$ cat config.mk
export PLATFORM = sky130hd
export DESIGN_NAME = cordic_multiply
export DESIGN_NICKNAME = d
export VERILOG_FILES = /design/src/rtl/cordic_multiply.sv
export SDC_FILE = /design/constraint.sdc
export NUM_CORES = 1
export LEC_CHECK = 0
export ABC_AREA = 0
export CAP_MARGIN = 15
export CORE_MARGIN = 1
export CORE_UTILIZATION = 42
export DETAILED_ROUTE_END_ITERATION = 6
export GPL_TIMING_DRIVEN = 0
export PLACE_DENSITY = 0.59
export SYNTH_ARGS = -nofsm -noshare
export SYNTH_HDL_FRONTEND = slang
export SYNTH_SLANG_ARGS = --single-unit
$ cat constraint.sdc
create_clock -name clk -period 6.2 [get_ports clk]
set_clock_uncertainty 0.1 [all_clocks]
set_input_delay 1.55 -clock clk [delete_from_list [all_inputs] [get_ports clk]]
set_output_delay 1.55 -clock clk [all_outputs]
set_load 0.005 [all_outputs]
$ cat src/rtl/cordic_multiply.sv
`default_nettype none
// +--------------------------------------------------------------------------+
// | cordic_multiply: iterative linear-mode CORDIC signed fixed-point multiply |
// | Revision: 1.0                                                             |
// +--------------------------------------------------------------------------+
module cordic_multiply #(
  parameter int WL     = 16,
  parameter int FL     = 14,
  parameter int N_ITER = 15
) (
  input  logic                 clk,
  input  logic                 rst_n,
  input  logic                 start,
  input  logic signed [WL-1:0] in1,
  input  logic signed [WL-1:0] in2,
  output logic signed [WL-1:0] out,
  output logic                 done
);

  localparam int AW = WL + 2;
  localparam int IW = (N_ITER > 1) ? $clog2(N_ITER) : 1;
  localparam logic [IW-1:0] LAST_ITER = IW'(N_ITER - 1);
  localparam logic [AW-1:0] ONE       = AW'(1);
  localparam logic [WL-1:0] SAT_MAX   = {1'b0, {(WL-1){1'b1}}};
  localparam logic [WL-1:0] SAT_MIN   = {1'b1, {(WL-1){1'b0}}};

  typedef enum logic [1:0] {
    IDLE = 2'd0,
    RUN  = 2'd1,
    DONE = 2'd2
  } state_t;

  state_t                state_q, state_d;
  logic signed [WL-1:0]  x_q, x_d;
  logic signed [AW-1:0]  y_q, y_d;
  logic signed [AW-1:0]  z_q, z_d;
  logic        [IW-1:0]  i_q, i_d;
  logic signed [WL-1:0]  out_q, out_d;
  logic                  done_q, done_d;

  logic signed [AW-1:0]  x_ext;
  logic signed [AW-1:0]  x_shift;
  logic signed [AW-1:0]  z_step;
  logic signed [WL-1:0]  y_sat;

  always_comb begin
    x_ext   = {{2{x_q[WL-1]}}, x_q};
    x_shift = x_ext >>> i_q;
    z_step  = ONE << (FL - int'(i_q));
  end

  // The product fits in WL bits only when the bits above the sign agree.
  always_comb begin
    if ((y_q[AW-1:WL-1] == '0) || (y_q[AW-1:WL-1] == '1)) begin
      y_sat = y_q[WL-1:0];
    end else if (y_q[AW-1]) begin
      y_sat = SAT_MIN;
    end else begin
      y_sat = SAT_MAX;
    end
  end

  always_comb begin
    state_d = state_q;
    x_d     = x_q;
    y_d     = y_q;
    z_d     = z_q;
    i_d     = i_q;
    out_d   = out_q;
    done_d  = 1'b0;

    case (state_q)
      IDLE: begin
        if (start) begin
          x_d     = in1;
          y_d     = '0;
          z_d     = {{2{in2[WL-1]}}, in2};
          i_d     = '0;
          state_d = RUN;
        end
      end
      RUN: begin
        // d = +1 while z is non-negative, otherwise -1.
        if (!z_q[AW-1]) begin
          y_d = y_q + x_shift;
          z_d = z_q - z_step;
        end else begin
          y_d = y_q - x_shift;
          z_d = z_q + z_step;
        end
        i_d = i_q + IW'(1);
        if (i_q == LAST_ITER) begin
          state_d = DONE;
        end
      end
      DONE: begin
        out_d   = y_sat;
        done_d  = 1'b1;
        state_d = IDLE;
      end
      default: begin
        state_d = IDLE;
      end
    endcase
  end

  always_ff @(posedge clk or negedge rst_n) begin
    if (!rst_n) begin
      state_q <= IDLE;
      x_q     <= '0;
      y_q     <= '0;
      z_q     <= '0;
      i_q     <= '0;
      out_q   <= '0;
      done_q  <= 1'b0;
    end else begin
      state_q <= state_d;
      x_q     <= x_d;
      y_q     <= y_d;
      z_q     <= z_d;
      i_q     <= i_d;
      out_q   <= out_d;
      done_q  <= done_d;
    end
  end

  assign out  = out_q;
  assign done = done_q;

endmodule
`default_nettype wire

==> notes.md, run 1 <==
run metrics: launch point of the critical path=i_q[1], total non-filler cell area in the finished layout=7410 µm², Nets at Floorplan=848, number of cells in the design after placement=1008, end of the worst register-to-register path=z_q[16], number of different library cells in the post-synthesis netlist=68, Remaining DRCs=2, final HPWL from detailed placement=13900 µm, final critical-path setup slack=377 ps, Critical Path Fanout Max=10, cell seen most often among critical-path stages=sky130_fd_sc_hd__buf_2, average size of a mapped cell=8.25 µm², wirelength, routed=17900 µm, total CTS buffers=9, flip-flops with a built-in enable=0, Worst Hold Endpoint=out[7], Final Critical Period=5820 ps, first-pass GRT wire length=30000 µm, setup slack, reg-to-reg=380 ps, failing checks=DRC, Setup CP Type=flop to flop, cells traversed along the worst timing path=buf_2 -> buf_2 -> buf_2 -> nand2_1 -> xnor2_1 -> a22oi_1 -> or2_2 -> ha_1 -> inv_1 -> mux2i_1 -> fa_1 -> a21o_1 -> a21oi_1 -> o21a_1 -> nor3_1 -> o31a_1 -> o21ai_1 -> a21oi_1 -> or4b_2 -> nand3_1, post-synthesis cell type with the largest combined area=sky130_fd_sc_hd__dfrtp_1, Worst setup EP type=flop, RePlAce Congestion=0.907, boundary pin count=52, Hold Path Class=flop to flop, average wire per standard cell=17.5 µm, result of the run=finished with violations, number of antenna repair diodes=0, flops out of synthesis=75, combinational gate count=628, post-cts hold-fix buffer tally=0, main area contributors after synthesis=sky130_fd_sc_hd__dfrtp_1 29%, sky130_fd_sc_hd__o21ai_0 7.9%, sky130_fd_sc_hd__ha_1 7.7%, sky130_fd_sc_hd__nand2_1 6.5%, sky130_fd_sc_hd__nor2_1 4.3%, Non-Clock Buffer Area Fraction=0.0972, CTS Root Cell=sky130_fd_sc_hd__clkbuf_16, worst hold margin=375 ps, cell at the slowest stage of the critical path=sky130_fd_sc_hd__or4b_2, via count of the first global-routing pass=5936, ratio of routed vias to standard cells=5.84, number of buffers added on ports=51, register fraction of the total cell area=0.253, post_cts resized=0, tally of nets with antenna violations remaining after routing=0, portion of the clock cycle consumed by the worst path in the final layout=0.939, clock transition time at the flip-flop clock pins of the worst setup and hold paths=70 ps, number of buffers on the longest clock path=2, kind of cell adding the most delay to the critical path=AND-OR/OR-AND gates, max capacitance violation total=0, async set-reset flop share out of synthesis=1.00, Post-Syn Instances=772, post-CTS setup buffer count=0, CP required=6390 ps, cell area after synthesis=6370 µm², CTS H-tree lvls=3, Die X-Extent=125 µm, fraction of final layout cells with drive strength greater than 1=0.0822
run 1: synthesized netlist by cell type (all sizes together) (9+ instances only):
| library cell | number |
|---|---|
| a31oi | 12 |
| inv | 22 |
| nor2 | 73 |
| clkbuf | 38 |
| xor2 | 18 |
| buf | 9 |
| mux2 | 20 |
| o21ai | 102 |
| a21o | 9 |
| dfrtp | 75 |
| nor3 | 15 |
| xnor2 | 22 |
| a21oi | 42 |
| mux4 | 13 |
| mux2i | 15 |
| nor2b | 12 |
| nand3 | 14 |
| nand2 | 110 |
| ha | 39 |
run 1: routing by layer:
metal | track usage | share of wire | vias to the layer above
met3 | 0.0329 | 0.041 | 37
met1 | 0.316 | 0.47 | 2881
li1 | - | - | 2919
met2 | 0.390 | 0.45 | 140
met5 | 0 | 0 | -
met4 | 0.118 | 0.034 | 0
run 1: state kept, by name, summed over array words and instances (netlist names):
signal	count
y_q	18
z_q	18
out	16
x_q	16
i_q	4
state_q	2
done	1
run 1: worst min-delay path: stages (launching register included):
cell and delay (ps):
sky130_fd_sc_hd__dfrtp_1 340, sky130_fd_sc_hd__nand2_1 40, sky130_fd_sc_hd__o21ai_0 60
run 1: how the worst max path moves through the flow:
stage                     endpoint  slack (ps)  depth (start not counted)
after floorplan            z_q[16]        1240                         21
after global placement     z_q[16]         360                         21
after detailed placement   z_q[16]         230                         21
after CTS                  z_q[16]         220                         21
after global routing       y_q[16]          90                         19
final                      z_q[16]         380                         20
run 1: cells by family (layout without fill, tap and decap cells):
group	count (synthesis)	count (layout)	synth area share
XOR/XNOR	40	40	0.0550
AND/OR/NAND/NOR	263	263	0.186
flip-flops	75	75	0.295
buffers and inverters	69	136	0.0424
AND-OR/OR-AND	235	235	0.231
multiplexers	48	48	0.107
adder cells (fa/ha/maj)	42	42	0.0844
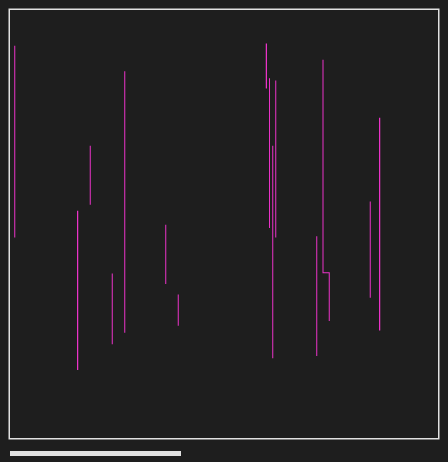
run_1/m4.png
Scale bar: 50 µm.
The wires run mostly vertical. The layer holds 3.4% of the routed length.

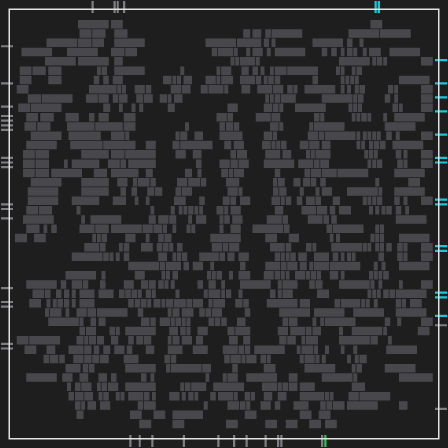
run_1/pinout.png
Pins as bars across the die edge, other pins in grey.
out: drawn in cyan, pins 16, direction output, edge 14 east, 2 north. start: drawn in green, pins 1, direction input, edge south.

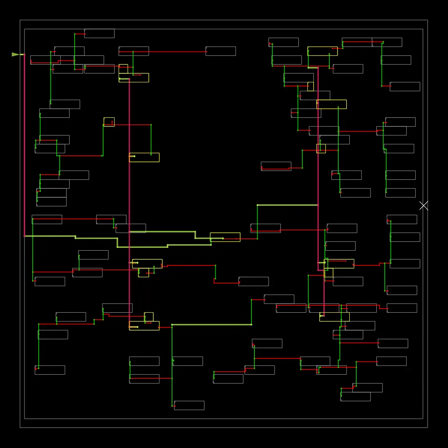
run_1/clock_nets.png
Clock Latency Late Sink: 350 ps
sequential cell count of the final layout: 75
number of clock buffers in the layout: 9
TritonCTS sink count: 75

==> run 1 -> run 2 <==
TNS_END_PERCENT = 20   (was not set)
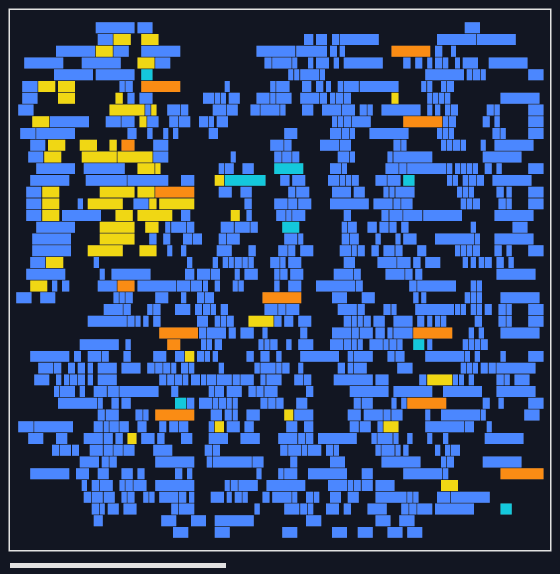
run_2/sizing.png
Scale bar: 50 µm.
x6 and larger: drawn in orange, cells 13, share 1.5%. x3 and x4: drawn in cyan, cells 8, share 0.95%. x2: drawn in yellow, cells 48, share 5.7%. x1 and smaller: drawn in blue, cells 770, share 92%.

==> notes.md, run 2 <==
run metrics: simple-gate portion of the synthesized area=0.186 (unchanged), post_cts resized=0 (unchanged), list of most frequent post-synthesis cells=110 x sky130_fd_sc_hd__nand2_1, 100 x sky130_fd_sc_hd__o21ai_0, 75 x sky130_fd_sc_hd__dfrtp_1, Worst setup EP type=flop, clock transition time at the flip-flop clock pins of the worst setup and hold paths=70 ps (about the same), cell seen most often among critical-path stages=sky130_fd_sc_hd__buf_2, number of buffers added on ports=51 (unchanged), buffering stage count on the worst path with inverters included=4, Slew Viols, Final=0, start point of the worst min-delay path=out[7], boundary pin count=52 (unchanged), TritonCTS sink count=75 (unchanged), launch point of the critical path=i_q[1], post-synthesis cell type with the largest combined area=sky130_fd_sc_hd__dfrtp_1, cell at the slowest stage of the critical path=sky130_fd_sc_hd__or4b_2, portion of the clock cycle consumed by the worst path in the final layout=0.939 (unchanged), Clock Latency Late Sink=350 ps (about the same), Die X-Extent=125 µm (unchanged), total CTS buffers=9 (unchanged), result of the run=finished with violations, number of antenna repair diodes=0 (unchanged), CP required=6390 ps (about the same), via count of the first global-routing pass=5936 (unchanged), main logic family after synthesis=AND-OR/OR-AND gates, max capacitance violation total=0 (unchanged), Final Critical Period=5820 ps (unchanged), flops out of synthesis=75 (unchanged), Post-Syn Instances=772 (unchanged), CTS H-tree lvls=3 (unchanged), RePlAce Congestion=0.907 (unchanged), Die Ht=125 µm, biggest regs=y_q (18), z_q (18), cells traversed along the worst timing path=buf_2 -> buf_2 -> buf_2 -> nand2_1 -> xnor2_1 -> a22oi_1 -> or2_2 -> ha_1 -> inv_1 -> mux2i_1 -> fa_1 -> a21o_1 -> a21oi_1 -> o21a_1 -> nor3_1 -> o31a_1 -> o21ai_1 -> a21oi_1 -> or4b_2 -> nand3_1, post-CTS setup buffer count=0 (unchanged), Remaining DRCs=2 (unchanged), tally of nets with antenna violations remaining after routing=0 (unchanged), kind of cell adding the most delay to the critical path=AND-OR/OR-AND gates, CTS Root Cell=sky130_fd_sc_hd__clkbuf_16, async set-reset flop share out of synthesis=1.00 (unchanged), Hold Path Class=flop to flop, fraction of synthesized cell area in xor and xnor cells=0.0550 (unchanged), final HPWL from detailed placement=13900 µm (unchanged), Critical Path Fanout Max=10 (unchanged), Post-Synth Adder-Cell Area=0.0844 (unchanged), fraction of final layout cells with drive strength greater than 1=0.0822 (unchanged), wirelength, routed=17900 µm (unchanged), number of buffers on the longest clock path=2 (unchanged), first-pass GRT wire length=30000 µm (unchanged), flip-flops with a built-in enable=0 (unchanged), cell area after synthesis=6370 µm² (unchanged), ratio of routed vias to standard cells=5.84 (unchanged), main area contributors after synthesis=sky130_fd_sc_hd__dfrtp_1 29%, sky130_fd_sc_hd__o21ai_0 7.9%, sky130_fd_sc_hd__ha_1 7.7%, sky130_fd_sc_hd__nand2_1 6.5%, sky130_fd_sc_hd__nor2_1 4.3%, Nets at Floorplan=848 (unchanged), failing checks=DRC
run 2: cell counts after synthesis:
Identical to the previous run, type by type.
run 2: cell type report:
cell class | instances | area, µm²
inverter | 22 | 82.6
buffer | 46 | 185
multi-input combinational | 628 | 4230
clock inverter | 7 | 52.6
timing repair buffer | 52 | 536
sequential | 75 | 1880
clock buffer | 9 | 225
tap | 184 | 230
fill | 1408 | 7230
run 2: cells by family after synthesis:
group	after synthesis
AND/OR/NAND/NOR	263
AND-OR/OR-AND	235
flip-flops	75
buffers and inverters	69
multiplexers	48
adder cells (fa/ha/maj)	42
XOR/XNOR	40
run 2: worst paths after layout:
check                               end  slack (ps)  cells after the start
worst max-delay path            z_q[16]         380                     20
max in group asynchronous        x_q[8]        4400                      2
worst min register to register   out[7]         370                      2
worst min-delay path             out[7]         370                      2
min in group asynchronous        z_q[3]        1010                      1
worst max register to register  z_q[16]         380                     20
run 2: per-layer routing:
metal | wire, µm | GRT usage | vias to the layer above | share of wire
met5 | 0 | 0 | - | 0
met4 | 607 | 0.118 | 0 | 0.034
met3 | 727 | 0.0329 | 37 | 0.041
met2 | 8130 | 0.390 | 140 | 0.45
met1 | 8420 | 0.316 | 2881 | 0.47
li1 | - | - | 2919 | -
run 2: per-stage QoR:
step                hold slack, ps  instances  setup WS [ps]  area [µm²]
global route                   397       1023           92.8        7410
finish                         375       1023            377        7410
detailed placement             369       1008            230        7140
global placement               361       1007            362        7110
floorplan                      356        772           1240        6370
CTS                            383       1024            223        7420
==> run 2 -> run 3 <==
SETUP_SLACK_MARGIN = 0.02   (was not set)
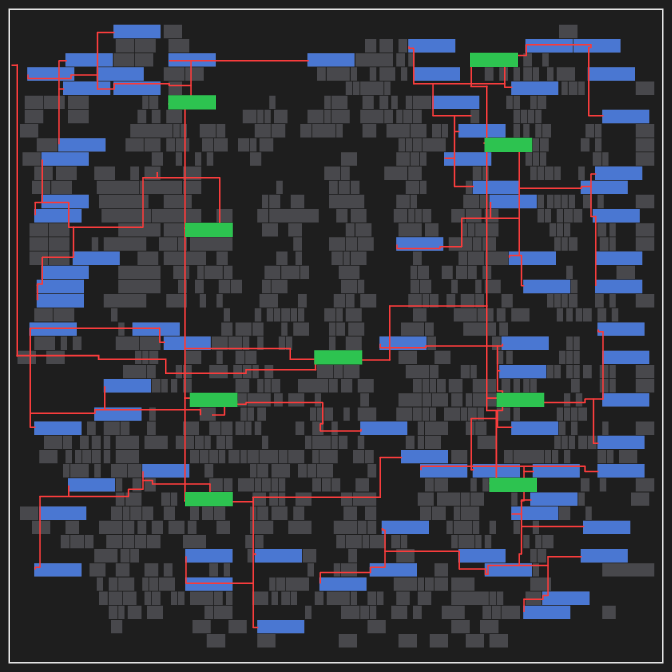
run_3/clock_wires.png
clock-net drivers: drawn in green, count 9. flip-flops: drawn in blue, count 75. clock wires: drawn in red, length 1290 µm.
Position of the flops: spread over the die. There are 10 routed clock nets.

==> notes.md, run 3 <==
run metrics: biggest regs=y_q (18), z_q (18), launch point of the critical path=i_q[1], number of buffers added on ports=51 (unchanged), metal2 WL=8130 µm (unchanged), total CTS buffers=9 (unchanged), fraction of final layout cells with drive strength greater than 1=0.0822 (unchanged), RePlAce Congestion=0.907 (unchanged), Remaining DRCs=2 (unchanged), wirelength, routed=17900 µm (unchanged), highest layer used for signal routing=met4, cells traversed along the worst timing path=buf_2 -> buf_2 -> buf_2 -> nand2_1 -> xnor2_1 -> a22oi_1 -> or2_2 -> ha_1 -> inv_1 -> mux2i_1 -> fa_1 -> a21o_1 -> a21oi_1 -> o21a_1 -> nor3_1 -> o31a_1 -> o21ai_1 -> a21oi_1 -> or4b_2 -> nand3_1, Min-Delay Path Depth=2 (unchanged), post-synthesis cell type with the largest combined area=sky130_fd_sc_hd__dfrtp_1, Critical Path Fanout Max=10 (unchanged), cell at the slowest stage of the critical path=sky130_fd_sc_hd__or4b_2, failing checks=DRC, Post-Syn Instances=772 (unchanged), final HPWL from detailed placement=13900 µm (unchanged), boundary pin count=52 (unchanged), Final Critical Period=5820 ps (unchanged), metal1 wirelength=8420 µm (unchanged), worst setup slack before clock tree synthesis=230 ps (unchanged), GR Util met3=0.0329 (unchanged), Hold Path Class=flop to flop, Nets at Floorplan=848 (unchanged), first-pass GRT wire length=30000 µm (unchanged), result of the run=finished with violations, Clock Latency Late Sink=350 ps (about the same), global routing usage on met1=0.316 (unchanged), Critical path destination=z_q[16], via count of the first global-routing pass=5936 (unchanged), met2 routing resource usage after global routing=0.390 (unchanged), cell seen most often among critical-path stages=sky130_fd_sc_hd__buf_2, gr busiest metal=met2, CTS Root Cell=sky130_fd_sc_hd__clkbuf_16, Register-to-Register Path Depth=20 (unchanged), number of antenna repair diodes=0 (unchanged)
## run 3: cell counts in the layout (fill, tap and decap cells not counted)
No cell type changed its count.
## run 3: final cells by class
class,instances,area (µm²),area share
buffer,46,185,0.0250
clock buffer,9,225,0.0304
clock inverter,7,52.6,0.00709
inverter,22,82.6,0.0111
multi-input combinational,628,4230,0.570
sequential,75,1880,0.253
tap,184,230,0.0311
timing repair buffer,52,536,0.0722
## run 3: stage by stage
stage | util | instances
3_3_place_gp | 0.486 | 1007
4_1_cts | 0.506 | 1024
5_1_grt | 0.506 | 1023
3_5_place_dp | 0.487 | 1008
6_report | 0.506 | 1023
2_1_floorplan | - | 772
## run 3: worst register-to-register path: stages, from the launching register on
cell and delay (ps):
sky130_fd_sc_hd__dfrtp_1 530, sky130_fd_sc_hd__buf_2 320, sky130_fd_sc_hd__buf_2 280, sky130_fd_sc_hd__buf_2 280
sky130_fd_sc_hd__nand2_1 160, sky130_fd_sc_hd__xnor2_1 170, sky130_fd_sc_hd__a22oi_1 480, sky130_fd_sc_hd__or2_2 230
sky130_fd_sc_hd__ha_1 220, sky130_fd_sc_hd__inv_1 60, sky130_fd_sc_hd__mux2i_1 160, sky130_fd_sc_hd__fa_1 500
sky130_fd_sc_hd__a21o_1 190, sky130_fd_sc_hd__a21oi_1 340, sky130_fd_sc_hd__o21a_1 190, sky130_fd_sc_hd__nor3_1 70
sky130_fd_sc_hd__o31a_1 310, sky130_fd_sc_hd__o21ai_1 270, sky130_fd_sc_hd__a21oi_1 170, sky130_fd_sc_hd__or4b_2 620
sky130_fd_sc_hd__nand3_1 90
## run 3: what timing repair did
action,CTS,global route
endpoints found under the setup margin,0,3
setup buffers,0,0
resized,0,4
